==> config.mk <==
export PLATFORM = sky130hd
export DESIGN_NAME = logic_unit_pipe
export DESIGN_NICKNAME = d
export VERILOG_FILES = /design/src/rtl/logic_unit_pipe.sv
export SDC_FILE = /design/constraint.sdc
export NUM_CORES = 1
export LEC_CHECK = 0
export CAP_MARGIN = 25
export CORE_MARGIN = 4
export CORE_UTILIZATION = 50
export DETAILED_ROUTE_END_ITERATION = 8
export GPL_TIMING_DRIVEN = 1
export PLACE_DENSITY = 0.86
export RECOVER_POWER = 50
export SYNTH_ARGS = -nofsm -noshare
export SYNTH_HDL_FRONTEND = slang
export SYNTH_SLANG_ARGS = --single-unit
==> constraint.sdc <==
create_clock -name clk -period 4.12 [get_ports clk]
set_clock_uncertainty 0.1 [all_clocks]
set_input_delay 0.618 -clock clk [delete_from_list [all_inputs] [get_ports clk]]
set_output_delay 0.618 -clock clk [all_outputs]
set_load 0.1 [all_outputs]
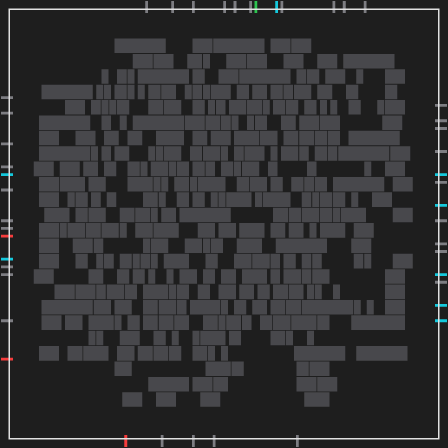
pinout.png
Pins as bars across the die edge, other pins in gray.
Key: out_data = cyan [pins 8, direction output, edge 5 right, 2 left, 1 top]; in_acc = green [pins 1, direction input, edge top]; in_op = red [pins 3, direction input, edge 2 left, 1 bottom]
All pins by edge: 14 left, 14 right, 12 top, 5 bottom.
Port Buffer Count: 44
Die Y-Extent: 75.69 um
DIE WIDTH: 75.69 um

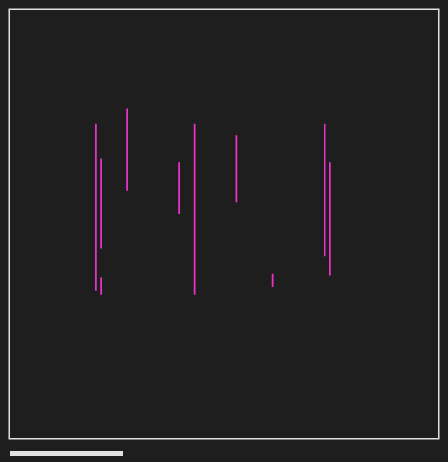
m4.png
The bar under the picture is 20 um long.
The layer carries 157 um of wire. The layer holds 2.4% of the routed length.
Detailed Route WL: 6549 um
vias after detailed routing: 2468

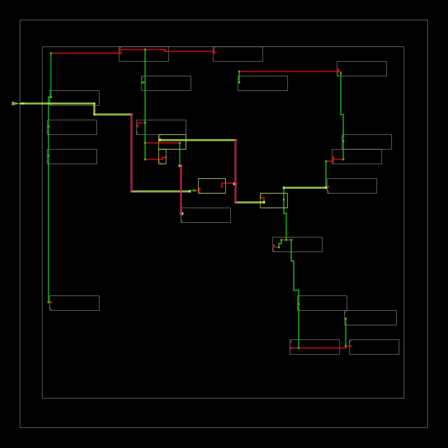
clock_nets.png
clock buf count: 4
clock sinks: 19
CTS buffer count: 3
clk pwr: 0.137 mW

==> job_summary.md <==
## Implementation flow summary

| Metric | Value |
|---|---|
| Status | `completed` |
| Chip footprint | `5729 um^2` |
| Top cells, area | `dfrtp_1 (20%), ha_1 (10%), nand2_1 (5.9%), nand2b_1 (5.7%), nand3b_1 (3.3%)` |
| Hold_ws | `approximately 0.39 ns` |
| Critical-path top delay cell | `clkdlybuf4s50_1` |
| CP Data Required Time | `between 4 and 5 ns` |
| Sequential power | `around 0.23 mW` |
| Worst-Margin Slew | `1.163 ns` |
| Max FO, Critical Path | `11` |
| Global Route Usage Sum | `0.2345` |
| Cells along the critical path | `clkdlybuf4s50_1, buf_4, nand3b_1, nand2_1, inv_1, ha_1, nand2b_1, o221ai_1, a32oi_1, and2_1, ha_1, xnor2_1, xnor2_1, o21ai_0` |
| Synth top cells by count | `nand2_1 (36), nand2b_1 (21), ha_1 (19), inv_1 (19), dfrtp_1 (18)` |
| Post-DP HPWL | `4933 um` |
| Top cells excl fill/tap | `nand2_1 (36), clkdlybuf4s50_1 (33), nand2b_1 (21)` |
| Layout Nets | `about 380` |
| DRC viols | `0` |
| Top Layer Used | `met4` |
| Reg power frac | `0.254` |
| Lkg Pwr | `1.156 nW` |
| Initial antenna violation count | `0` |
| Top Usage Layer GRT | `met2` |
| Synth Area in XOR/XNOR | `0.01529` |
| Largest power group | `combinational logic` |
| Area grow syn2layout | `22.45%` |
| Most frequent logic cell in the layout | `nand2_1` |
| ANT cells | `0` |
| Reg2reg path depth | `12` |
| WL/cell | `approximately 17 um` |
| Critical Path End Type | `flip-flop` |
| Met3 WL | `approximately 390 um` |
| Logic Gate Count | `between 200 and 250` |
| Syn_nets | `339` |
| Clock tree buffer depth | `2` |
| Setup TNS | `0 ns` |
| Initial Utilization | `0.5225` |
| And+or+nand+nor area frac | `0.2998` |
| Mapped Cells | `295` |
| Final core occ | `0.6398` |
| GRT met1 Usage | `0.3111` |
| Share of cells above drive strength 1 | `0.04805` |
| Worst skew pair latency | `around 0.26 ns` |
| CTS Root Cell | `clkbuf_8` |
| Sequential cell area | `476.7 um^2` |
| Yosys cell count | `295` |
| Num sequential | `19` |
| Fill cell count | `~390` |
| Worst hold-check path type | `reg2reg` |
| Top-count cell post-synth | `nand2_1` |
| Area occupied by multi-input gates | `between 1500 and 2000 um^2` |
| Via/cell ratio | `6.410` |
| DRT met1 WL | `approximately 2800 um` |
| Vias in the first global route | `around 2.3k` |
| Routed wl met2 | `approximately 3200 um` |
| Yosys warnings | `0` |
| Final instance area | `around 2800 um^2` |
| Power Dens Cells | `about 320 nW/um^2` |
| Slew HR | `0.2281` |
| First-pass GRT wire length | `between 10000 and 15000 um` |
| Comb power | `between 0.5 and 0.6 mW` |
| VDD IR-drop max | `~0.19 mV` |
| Pre-CTS setup slack | `~0.33 ns` |
| #FFs+latches synth | `19` |
| TritonCTS clock tree | `done` |
| Met2 usage | `0.3941` |
| Register clock-pin slew on the reported worst setup and hold paths | `about 0.07 ns` |
| Yosys cell types | `approximately 52` |
| Top non-seq family | `simple AND/OR/NAND/NOR gates` |
| Sequential cell area share | `0.1699` |
| Max Cap Viol | `0` |
| Core area | `roughly 4400 um^2` |
| Worst setup path category | `in2reg` |
| Netlist Area Pre-Place | `2291 um^2` |
| Comb pwr share | `0.594` |
| Antenna-violating nets left | `0` |
| Top delay family on crit path | `buffers and inverters` |
| Gpl congestion | `0.9163` |
| Levels on crit path | `14` |
| Ao+oa area frac | `0.2643` |
| Slew Viols, Final | `0` |
| Final period utilization | `0.8763` |
| Number of enable flip-flop cells | `0` |
Power is estimated from default activity; no workload was simulated.
